Figure 1. Power grid (run 1).
Pins as bars on the die edge.
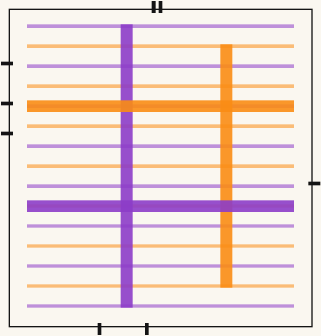
Figure 2. Cells coloured by class (run 1).
The bar under the picture is 10 um long.
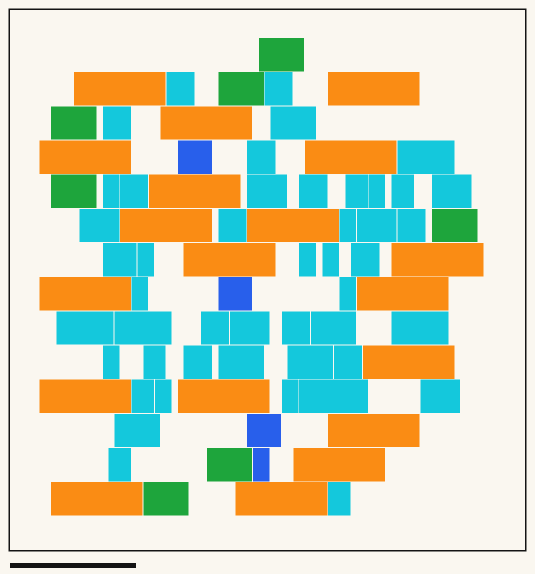
Figure 3. Clock wires, drivers and flops (run 1).
The bar under the picture is 10 um long.
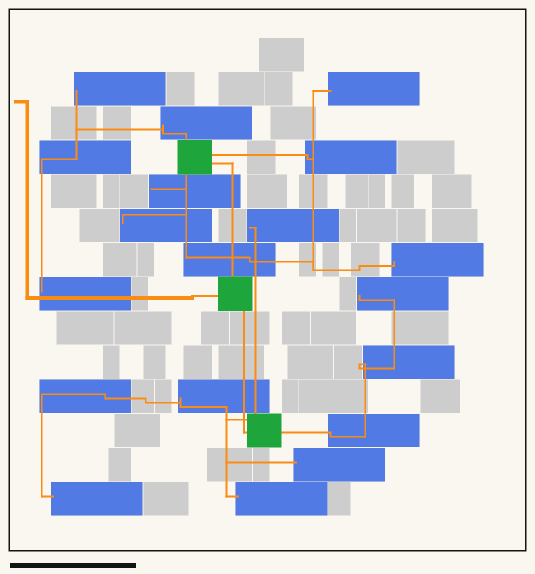
### src/rtl/switch_conditioner.sv
// switch_conditioner: two-flop synchronizer plus per-bit debounce for the
// slide switches feeding the Tug-of-War light FSM. Also produces a one-cycle
// change pulse and a startup-valid flag.
module switch_conditioner #(
  parameter int WIDTH           = 2,
  parameter int DEBOUNCE_CYCLES = 4
) (
  input  logic             clk,
  input  logic             reset,
  input  logic [WIDTH-1:0] raw_sw,
  output logic [WIDTH-1:0] SW,
  output logic             sw_changed,
  output logic             sw_valid
);

  localparam int CW = $clog2(DEBOUNCE_CYCLES + 1);
  localparam int VW = $clog2(DEBOUNCE_CYCLES + 2);

  typedef enum logic {
    STABLE  = 1'b0,
    PENDING = 1'b1
  } state_t;

  logic [WIDTH-1:0] s1;
  logic [WIDTH-1:0] s2;

  state_t          state_q [WIDTH];
  state_t          state_d [WIDTH];
  logic [CW-1:0]   cnt_q   [WIDTH];
  logic [CW-1:0]   cnt_d   [WIDTH];
  logic [CW-1:0]   cnt_inc;
  logic [WIDTH-1:0] sw_q;
  logic [WIDTH-1:0] sw_d;
  logic [WIDTH-1:0] strobe;

  logic [VW-1:0]   start_cnt;
  logic            valid_q;

  // Two-flop synchronizer bringing the asynchronous pin levels into clk.
  always_ff @(posedge clk) begin
    if (reset) begin
      s1 <= '0;
      s2 <= '0;
    end else begin
      s1 <= raw_sw;
      s2 <= s1;
    end
  end

  // Per-bit debounce next-state: the count is the number of consecutive
  // cycles s2 has disagreed with SW, so the bit flips on the edge where that
  // count reaches DEBOUNCE_CYCLES (also covers DEBOUNCE_CYCLES == 1 from STABLE).
  always_comb begin
    sw_d    = sw_q;
    strobe  = '0;
    cnt_inc = '0;
    for (int i = 0; i < WIDTH; i++) begin
      state_d[i] = state_q[i];
      cnt_d[i]   = cnt_q[i];
      if (s2[i] != sw_q[i]) begin
        if (state_q[i] == STABLE) begin
          cnt_inc = CW'(1);
        end else begin
          cnt_inc = cnt_q[i] + CW'(1);
        end
        if (cnt_inc == CW'(DEBOUNCE_CYCLES)) begin
          sw_d[i]    = ~sw_q[i];
          strobe[i]  = 1'b1;
          cnt_d[i]   = '0;
          state_d[i] = STABLE;
        end else begin
          cnt_d[i]   = cnt_inc;
          state_d[i] = PENDING;
        end
      end else begin
        cnt_d[i]   = '0;
        state_d[i] = STABLE;
      end
    end
  end

  // Debounce state, counters, output bits and the merged change pulse.
  always_ff @(posedge clk) begin
    if (reset) begin
      for (int i = 0; i < WIDTH; i++) begin
        state_q[i] <= STABLE;
        cnt_q[i]   <= '0;
      end
      sw_q       <= '0;
      sw_changed <= 1'b0;
    end else begin
      for (int i = 0; i < WIDTH; i++) begin
        state_q[i] <= state_d[i];
        cnt_q[i]   <= cnt_d[i];
      end
      sw_q       <= sw_d;
      sw_changed <= |strobe;
    end
  end

  // Startup window: valid rises on the (DEBOUNCE_CYCLES+2)-th edge out of reset.
  always_ff @(posedge clk) begin
    if (reset) begin
      start_cnt <= '0;
      valid_q   <= 1'b0;
    end else if (!valid_q) begin
      if (start_cnt == VW'(DEBOUNCE_CYCLES + 1)) begin
        valid_q <= 1'b1;
      end else begin
        start_cnt <= start_cnt + VW'(1);
      end
    end
  end

  assign SW       = sw_q;
  assign sw_valid = valid_q;

endmodule

### config.mk
export PLATFORM = sky130hd
export DESIGN_NAME = switch_conditioner
export DESIGN_NICKNAME = d
export VERILOG_FILES = /design/src/rtl/switch_conditioner.sv
export SDC_FILE = /design/constraint.sdc
export NUM_CORES = 1
export LEC_CHECK = 0
export ABC_CLOCK_PERIOD_IN_PS = 2200
export CORE_AREA = 2 2 39 41
export DETAILED_ROUTE_END_ITERATION = 16
export DIE_AREA = 0 0 41 43
export GPL_ROUTABILITY_DRIVEN = 0
export PLACE_DENSITY_LB_ADDON = 0.2
export SLEW_MARGIN = 20
export SYNTH_ARGS = -nofsm -noshare
export SYNTH_HDL_FRONTEND = slang
export SYNTH_SLANG_ARGS = --single-unit
export TNS_END_PERCENT = 20
### constraint.sdc
create_clock -name clk -period 2.2 [get_ports clk]
set_clock_uncertainty 0.05 [all_clocks]
set_input_delay 0.33 -clock clk [delete_from_list [all_inputs] [get_ports clk]]
set_output_delay 0.33 -clock clk [all_outputs]
set_load 0.05 [all_outputs]
==> impl_metrics.yaml, run 1 <==
# synthesis and place-and-route metrics
outcome:
  status: "complete, no violations"
route:
  wl_um: 948
  first_pass_iters: 4
  vias_per_cell: 4.957
  drt_iter0_markers: 2
  drc: 0
  vias: 461
setup_path:
  cp_slowest_stage_delay_ns: 0.82
  cpLargestDelayFamily: "buffers and inverters"
  worst-path-max-fanout: 3
  crit-reg2reg-launch: "cnt_q[0][0]"
  start_kind: "flop"
  endpoint_kind: "output pin"
  cp_data_arrival_time_ns: 1.49
  crit_type: "reg -> out"
  cp.required_ns: 1.82
clocking:
  cts.sinks: 19
  cts_resized: 0
  tritoncts: "yes"
  ctsHoldBuffers: 0
  cts.htree.levels: 1
finish:
  logic_area_um2: 320.3
  seq_area_um2: 380.4
  layout-drive-gt1-share_pct: 6.494
placement:
  pre_cts_ws_ns: 0.5275
  io_buffer_count: 7
synth:
  synth_area_um2: 711.9
  largest_area_cell: "dfxtp_1"
  top_cells_by_count: "19 x dfxtp_1, 6 x nand2b_1, 6 x nor2_1"
  syn_inst: 67
  syn_avg_cell_area_um2: 10.63
power:
  p_per_area_mw_per_mm2: 710.1
  max-vdd-ir-drop_uv: 421.5
timing:
  fin_crit_sh_pct: 84.98
  fin_ws_ns: 0.3304
  finalCriticalPeriod_ns: 1.870
  slew_headroom_pct: 67.13
  tightest_slew_ns: 0.4915
  maxSlewViolCount: 0
  hold_viol_final: 0
floorplan:
  fp_util_pct: 51.45
  dieArea_mm2: 0.001763
worst_hold_path:
  hold_end: "s2[1]"
  min_from: "s1[1]"
grt:
  grt_first_pass_wirelength_mm: 1.587
run:
  tool_warnings: 27
About Figure 1:
Orange shows VDD. Purple shows VSS.
8 signal pins sit on the boundary. 2 straps on met5. 2 straps on met4. 15 met1 rails follow the rows. The core has 14 rows.
die width: 41 um
chip height: 43 um
Core Region: 0.001384 mm^2

About Figure 2:
Green shows other buffers and delay cells, cells 7, share of their area 8.7%. Blue shows clock drivers and dummy loads, cells 4, share of their area 3.3%. Orange shows flip-flops, cells 19, share of their area 47%. Cyan shows all other logic, cells 47, share of their area 41%.
sequential fraction of total cell area: 46.13%
Post-Layout Inst Area: 824.5 um^2
final core utilization: 59.58%
FP Rows: 14

About Figure 3:
Blue shows flip-flops, count 19. Orange shows clock wires, length 232 um. Green shows cells driving clock nets, count 3.
There are 4 routed clock nets. Position of the flops: widely spread.
Clock Power: 172 uW
Clk network pwr share: 29.3%
Worst-Skew Late Latency: 0.29 ns

-- run 1: where the power goes --
part	switching (mW)	internal (mW)	total (mW)
clock	0.101	0.0704	0.172
sequential	0.0103	0.359	0.369
combinational	0.0209	0.0237	0.0446
total	0.132	0.453	0.585
-- run 1: flip-flops by register name, summed over array words and instances (netlist names) --
signal / flops
sw_valid: 1
s2: 2
SW: 2
s1: 2
cnt_q: 6
sw_changed: 1
state_q: 2
start_cnt: 3
-- run 1: area by class of cell --
type	instances	share of cell area (%)
Clock buffer	4	3.187
Inverter	2	0.9105
Multi-Input combinational cell	45	38.85
Sequential cell	19	46.13
Tap cell	16	2.428
Timing Repair Buffer	7	8.498
-- run 1: metal layers --
| layer | up-vias | wire length [um] | share of wire (%) |
|---|---|---|---|
| met5 | - | 0 | 0 |
| met4 | 0 | 15 | 1.6 |
| met3 | 2 | 23 | 2.4 |
| met2 | 4 | 469 | 49 |
| met1 | 206 | 440 | 46 |
| li1 | 249 | - | - |
-- run 1: worst max-delay path by stage --
stage | start | endpoint | slack [ns] | cells past startpoint
6_report | SW[1] | SW[1] | 0.33 | 1
4_1_cts | SW[1] | SW[1] | 0.32 | 1
2_1_floorplan | SW[0] | cnt_q[0][2] | 0.91 | 3
5_1_grt | sw_valid | sw_valid | 0.29 | 1
3_5_place_dp | reset | cnt_q[0][2] | 0.53 | 3
3_3_place_gp | reset | cnt_q[0][2] | 0.55 | 3
-- run 1: cells in the final DEF, fill, tap and decap left out, drive strengths merged --
master,instances
nor2,6
ha,4
inv,2
xor2,2
mux2i,2
clkdlybuf4s50,7
nor2b,4
and4b,1
a21oi,4
a211oi,1
nor4bb,1
or3,2
xnor2,3
nor4b,2
nand2,3
nand2b,6
clkbuf,4
nor3,3
o22ai,1
dfxtp,19
-- run 1: through the flow --
step | cell area (um^2) | std cells | power (mW)
floorplan | 711.9 | 67 | 0.4082
global placement | 798.3 | 89 | 0.4204
detailed placement | 798.3 | 89 | 0.4231
CTS | 824.5 | 93 | 0.5956
global route | 824.5 | 93 | 0.6148
finish | 824.5 | 93 | 0.5855
-- run 1: cell families (layout without fill, tap and decap cells) --
family	after synthesis	count (layout)	synth area share (%)
and+or+nand+nor	28	28	24.25
DFF	19	19	53.43
AOI/OAI and AO/OA	6	6	4.746
xor gates and xnor gates	5	5	6.152
adders and majority gates	4	4	7.030
buffers and inverters	3	13	1.582
muxes	2	2	2.812
Figure 4. Signal wires by layer (run 1).
Only two layers are drawn.
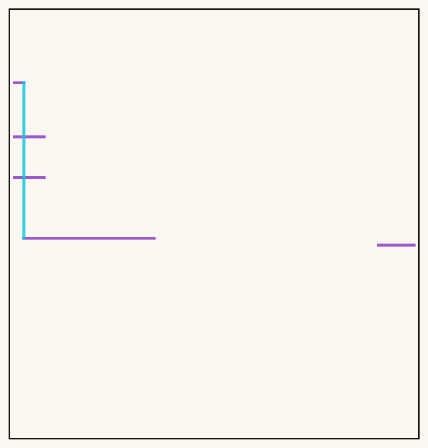

## Run 2: what changed since run 1
--- a/config.mk
+++ b/config.mk
@@ -5,10 +5,9 @@
 export SDC_FILE = /design/constraint.sdc
 export NUM_CORES = 1
 export LEC_CHECK = 0
-export ABC_CLOCK_PERIOD_IN_PS = 2200
-export CORE_AREA = 2 2 39 41
+export ABC_CLOCK_PERIOD_IN_PS = 1510
+export CORE_UTILIZATION = 46
 export DETAILED_ROUTE_END_ITERATION = 16
-export DIE_AREA = 0 0 41 43
 export GPL_ROUTABILITY_DRIVEN = 0
 export PLACE_DENSITY_LB_ADDON = 0.2
 export SLEW_MARGIN = 20
==> constraint.sdc (replaced) <==
create_clock -name clk -period 1.51 [get_ports clk]
set_clock_uncertainty 0.05 [all_clocks]
set_input_delay 0.2265 -clock clk [delete_from_list [all_inputs] [get_ports clk]]
set_output_delay 0.2265 -clock clk [all_outputs]
set_load 0.05 [all_outputs]
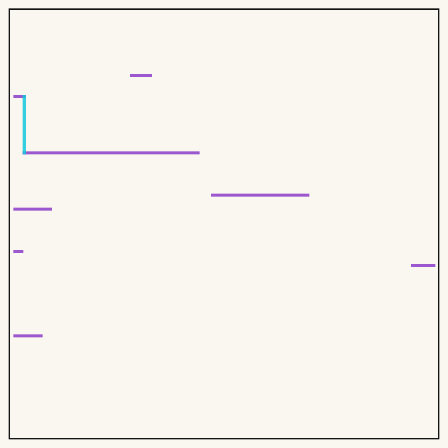
Figure 5: run 2, signal wires by layer.
Only two layers are drawn.
Purple shows met3, wire length 37.5 um. Cyan shows met4, wire length 5.40 um.
WL/cell: 10.47 um
via count: 466
gr usage total: 15.12%

==> run 2 against run 1 <==
Compared with the run above:
- die area fell by 3.1%
- register-to-register slack got worse by 0.67 ns
- critical path type is now reg -> reg
- global-route usage rose by 1.2 points
- cell count rose by 1.1%
- sequential share of layout area fell by 2.5 points
- first-iteration DRC count rose to 6.0 times the previous value
- via count rose by 1.1%
- largest power group unchanged
- largest cell class unchanged
- count of clock-buffer cells in the layout fell by 1
==> impl_metrics.yaml, run 2 <==
# synthesis and place-and-route metrics
clocking:
  cts_resized: 0
  cts.htree.levels: 1
  worstSkewPairLatency_ns: 0.29
  ctsHoldBuffers: 0
  tritoncts: "yes"
  cts.sinks: 19
  post_cts_buffers: 0
route:
  wl_met1_um: 502
  drc: 0
  drt_iter0_markers: 12
  wl_met2_um: 439
  highest_layer: "met4"
  first_pass_iters: 4
  wl_um: 984
  wl_met3_um: 37
  vias_per_cell: 4.957
  ant_nets: 0
run:
  tool_warnings: 27
placement:
  io_buffer_count: 7
  dp.cells: 90
  pre_cts_ws_ns: 0.1148
floorplan:
  dieArea_mm2: 0.001709
  fp_util_pct: 52.11
  rows: 13
worst_hold_path:
  min_from: "s1[1]"
  hold_end: "s2[1]"
synth:
  synthArstFlopShare_pct: 0
  top_cell: "dfxtp_1"
  numSynthFlops: 19
  synth_area_um2: 711.9
  top_cells_by_count: "19 x dfxtp_1, 6 x nand2b_1, 6 x nor2_1"
  largest_area_cell: "dfxtp_1"
  synth_top_area_share_pct: 53.43
  syn_avg_cell_area_um2: 10.63
  enable_flop_cells: 0
finish:
  layout-drive-gt1-share_pct: 16.46
  final_cell_mix: "19 x dfxtp_1, 6 x nand2b_1, 6 x nor2_1"
  final_cell_count_no_fill: 94
  lay_top_count: "dfxtp_1"
  fin_util_pct: 63.83
  regMostFlops: "cnt_q"
  reg_top3: "cnt_q x6, start_cnt x3"
timing:
  hold_viol_final: 0
  slew_headroom_pct: 76.74
  finalCriticalPeriod_ns: 1.387
  fin_ws_ns: 0.1227
  maxSlewViolCount: 0
  setup_tns_ns: 0
  fin_crit_sh_pct: 91.88
grt:
  grt_first_pass_wirelength_mm: 1.566
power:
  p_int_uw: 661.5
  comb_power_share_pct: 8.3
  p_sw_share_pct: 22.41
  p_per_area_mw_per_mm2: 977.6
  p_seq_share_pct: 63.2
  max-vdd-ir-drop_uv: 892.6
  p_leak_nw: 0.3426
  p_clk_share_pct: 28.5
  power_switching_uw: 191.1
setup_path:
  critPathLaunch: "cnt_q[0][0]"
  cp.required_ns: 1.66
  start_kind: "flop"
  crit-reg2reg-launch: "cnt_q[0][0]"
  worst-path-max-fanout: 3
  cp_data_arrival_time_ns: 1.54
  endpoint_kind: "flop"
  crit_type: "reg -> reg"
outcome:
  status: "complete, no violations"
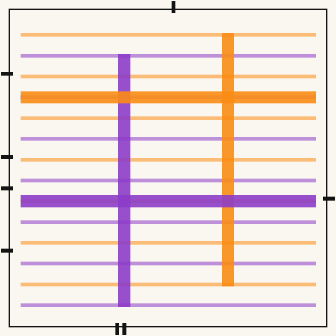
Figure 6: run 2, power grid.
Pins as bars on the die edge.
Orange shows VDD. Purple shows VSS.
2 straps on met4. The core has 13 rows.
Core Region: 0.001366 mm^2
die width: 41.34 um
chip height: 41.34 um

## run 2: cell counts after synthesis
No cell type changed its count.
## run 2: per-layer routing
layer  vias up  track usage (%)
met5         -                0
met4         0            4.839
met3         2            9.574
met2         9            22.66
met1       205            17.61
li1        250                -
## run 2: worst max-delay path: cells and delay by family, from the launching register on
family	cells	cell delay (ns)
xor+xnor	1	0.30
flops	1	0.35
simple gates	2	0.39
fa+ha+maj	1	0.21
## run 2: final cells by class
type,instances,area (um^2),area share [%]
Clock inverter,1,5.005,0.5739
Timing Repair Buffer,9,112.6,12.91
Tap cell,15,18.77,2.152
Clock buffer,3,22.52,2.582
Inverter,2,7.507,0.8608
Sequential cell,19,380.4,43.62
Multi-Input combinational cell,45,325.3,37.30
## run 2: cell families after synthesis
| kind of cell | after synthesis | share of synthesized area, % |
|---|---|---|
| and+or+nand+nor | 28 | 24.25 |
| DFF | 19 | 53.43 |
| AOI/OAI and AO/OA | 6 | 4.746 |
| xor gates and xnor gates | 5 | 6.152 |
| adders and majority gates | 4 | 7.030 |
| buffers and inverters | 3 | 1.582 |
| muxes | 2 | 2.812 |
## run 2: worst max path at each step
| stage | cells past startpoint | slack, ns | to |
|---|---|---|---|
| 6_report | 4 | 0.12 | cnt_q[0][2] |
| 5_1_grt | 4 | 0.04 | cnt_q[0][5] |
| 4_1_cts | 4 | 0.03 | SW[0] |
| 3_5_place_dp | 4 | 0.11 | SW[0] |
| 3_3_place_gp | 4 | 0.15 | SW[0] |
| 2_1_floorplan | 3 | 0.22 | cnt_q[0][2] |
## run 2: metrics by stage
stage / cell area, um^2 / power (mW)
6_report: 872.1 / 0.8525
5_1_grt: 872.1 / 0.9026
4_1_cts: 867.1 / 0.8640
3_5_place_dp: 839.6 / 0.6209
3_3_place_gp: 839.6 / 0.6190
2_1_floorplan: 711.9 / 0.5948
## run 2: power groups by stage
stage	Combinational, mW	Clock [mW]	Sequential, mW
floorplan	0.0444	0	0.550
global placement	0.0696	0	0.549
detailed placement	0.0706	0	0.550
CTS	0.0713	0.254	0.539
global route	0.0828	0.278	0.542
finish	0.0711	0.243	0.539
## Run 3: what changed since run 2
--- a/config.mk
+++ b/config.mk
@@ -9,7 +9,9 @@
 export CORE_UTILIZATION = 46
 export DETAILED_ROUTE_END_ITERATION = 16
 export GPL_ROUTABILITY_DRIVEN = 0
+export HOLD_SLACK_MARGIN = 0.03
 export PLACE_DENSITY_LB_ADDON = 0.2
+export SKIP_LAST_GASP = 1
 export SLEW_MARGIN = 20
 export SYNTH_ARGS = -nofsm -noshare
 export SYNTH_HDL_FRONTEND = slang
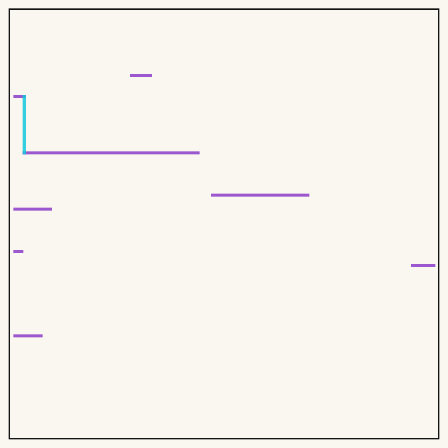
Figure 7: run 3, signal wires by layer.
Only two layers are drawn.
Cyan shows met4, wire length 5.40 um. Purple shows met3, wire length 37.5 um.
Routed WL: 984 um

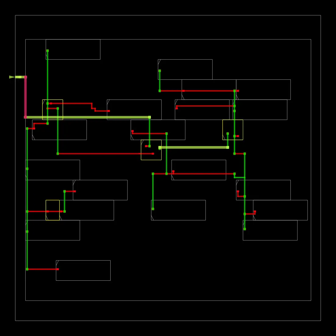
Figure 8: run 3, clock routing.
Clock Power: 243 uW
number of flip-flops and latches: 19
TritonCTS buffer count: 3

==> run 3 against run 2 <==
Compared with the run above:
- cell count unchanged
- wire length unchanged
- maximum frequency unchanged
- utilization unchanged
- largest power group unchanged
- highest routed layer unchanged
==> impl_metrics.yaml, run 3 <==
# synthesis and place-and-route metrics
setup_path:
  worst-path-max-fanout: 3
  worst-path-buf-inv: 0
  critPathLaunch: "cnt_q[0][0]"
  critical_path.endpoint: "cnt_q[0][2]"
  cp.required_ns: 1.66
  cp.depth: 4
  cp_slowest_stage_delay_ns: 0.35
  crit-reg2reg-launch: "cnt_q[0][0]"
  cpLargestDelayFamily: "simple AND/OR/NAND/NOR gates"
  rrSetupSlack_ns: 0.12
  endpoint_kind: "flop"
  crit_type: "reg -> reg"
  cp_data_arrival_time_ns: 1.54
  r2r-end: "cnt_q[0][2]"
  start_kind: "flop"
finish:
  largest_register_ffs: 6
  layout-drive-gt1-share_pct: 16.46
  regMostFlops: "cnt_q"
  lay_top_count: "dfxtp_1"
  reg_top3: "cnt_q x6, start_cnt x3"
  final_cell_mix: "19 x dfxtp_1, 6 x nand2b_1, 6 x nor2_1"
synth:
  yosysCellCount: 67
  synthArstFlopShare_pct: 0
  syn_inst: 67
  yosysWarnings: 0
  enable_flop_cells: 0
  synth_top_area_share_pct: 53.43
  syn_avg_cell_area_um2: 10.63
  largest_area_cell: "dfxtp_1"
  top_cell: "dfxtp_1"
  numSynthFlops: 19
  top_cells_by_count: "19 x dfxtp_1, 6 x nand2b_1, 6 x nor2_1"
  synth_area_um2: 711.9
power:
  p_seq_share_pct: 63.2
  power.total_uw: 852.5
  power_switching_uw: 191.1
  p_int_uw: 661.5
  p_sw_share_pct: 22.41
  comb_power_share_pct: 8.3
  p_per_area_mw_per_mm2: 977.6
  max-vdd-ir-drop_uv: 892.6
  p_leak_nw: 0.3426
  p_clk_share_pct: 28.5
floorplan:
  dieArea_mm2: 0.001709
  rows: 13
  pin_count: 8
  core_mm2: 0.001366
  die_y_um: 41.34
  die_w_um: 41.34
  fp_util_pct: 52.11
timing:
  slew_headroom_pct: 76.74
  hold_viol_final: 0
  fin_ws_ns: 0.1227
  rsz0062_at_grt: "no"
  maxSlewViolCount: 0
  setup_tns_ns: 0
  tightest_slew_ns: 0.3464
  finalCriticalPeriod_ns: 1.387
  fin_crit_sh_pct: 91.88
clocking:
  clk_pin_slew_ns: 0.10
  cts.htree.levels: 1
  worstSkewPairLatency_ns: 0.29
  tritoncts: "yes"
  cts.sinks: 19
  ctsHoldBuffers: 0
  post_cts_buffers: 0
route:
  vias: 466
  ant_nets: 0
  drc: 0
  post_drt_wl_per_cell_um: 10.47
  drt_iter0_markers: 12
  vias_per_cell: 4.957
  first_pass_iters: 4
placement:
  pre_cts_ws_ns: 0.1148
  io_buffer_count: 7
outcome:
  status: "complete, no violations"
run:
  tool_warnings: 27
grt:
  grt_first_pass_wirelength_mm: 1.566
  grt_usage_pct: 15.12
-- run 3: final cells by class --
class                           instances  area [um^2]
Fill cell                             116        494.2
Sequential cell                        19        380.4
Multi-Input combinational cell         45        325.3
Timing Repair Buffer                    9        112.6
Clock buffer                            3        22.52
Tap cell                               15        18.77
Inverter                                2        7.507
Clock inverter                          1        5.005
-- run 3: worst min-delay path by stage --
stage                     startpoint  endpoint  cells after the start
after detailed placement       s1[1]     s2[1]                      1
after floorplan            raw_sw[0]     s1[0]                      1
final                          s1[1]     s2[1]                      1
after global routing           s1[1]     s2[1]                      1
after global placement         s1[0]     s2[0]                      1
after CTS                      s1[1]     s2[1]                      1
-- run 3: power groups by stage --
stage	combinational [mW]	sequential, mW	clock, mW
after detailed placement	0.0706	0.550	0
after floorplan	0.0444	0.550	0
after global routing	0.0828	0.542	0.278
final	0.0711	0.539	0.243
after global placement	0.0696	0.549	0
after CTS	0.0713	0.539	0.254
-- run 3: cell families (layout without fill, tap and decap cells) --
family / Yosys count / in the layout / share of synthesized area (%)
multiplexers: 2 / 2 / 2.812
AND/OR/NAND/NOR: 28 / 28 / 24.25
buffers and inverters: 3 / 15 / 1.582
adder cells (fa/ha/maj): 4 / 4 / 7.030
XOR/XNOR: 5 / 5 / 6.152
AND-OR/OR-AND: 6 / 6 / 4.746
flip-flops: 19 / 19 / 53.43
-- run 3: layer usage --
layer | track usage [%] | wire length (um)
met1 | 17.61 | 502
met2 | 22.66 | 439
met3 | 9.574 | 37
met4 | 4.839 | 5
met5 | 0 | 0
-- run 3: repair_timing --
item                       in CTS  in global routing
hold endpoints to repair        0                  0
setup endpoints to repair       0                  1
gates resized                   0                  1
-- run 3: through the flow --
step	hold WS, ns	cells	util [%]	instance area, um^2
after global placement	0.3689	90	61.45	839.6
after detailed placement	0.3935	90	61.45	839.6
after global routing	0.4138	94	63.83	872.1
final	0.4043	94	63.83	872.1
after CTS	0.4085	94	63.46	867.1
after floorplan	0.3047	67	-	711.9
Power is estimated from default activity; no workload was simulated.
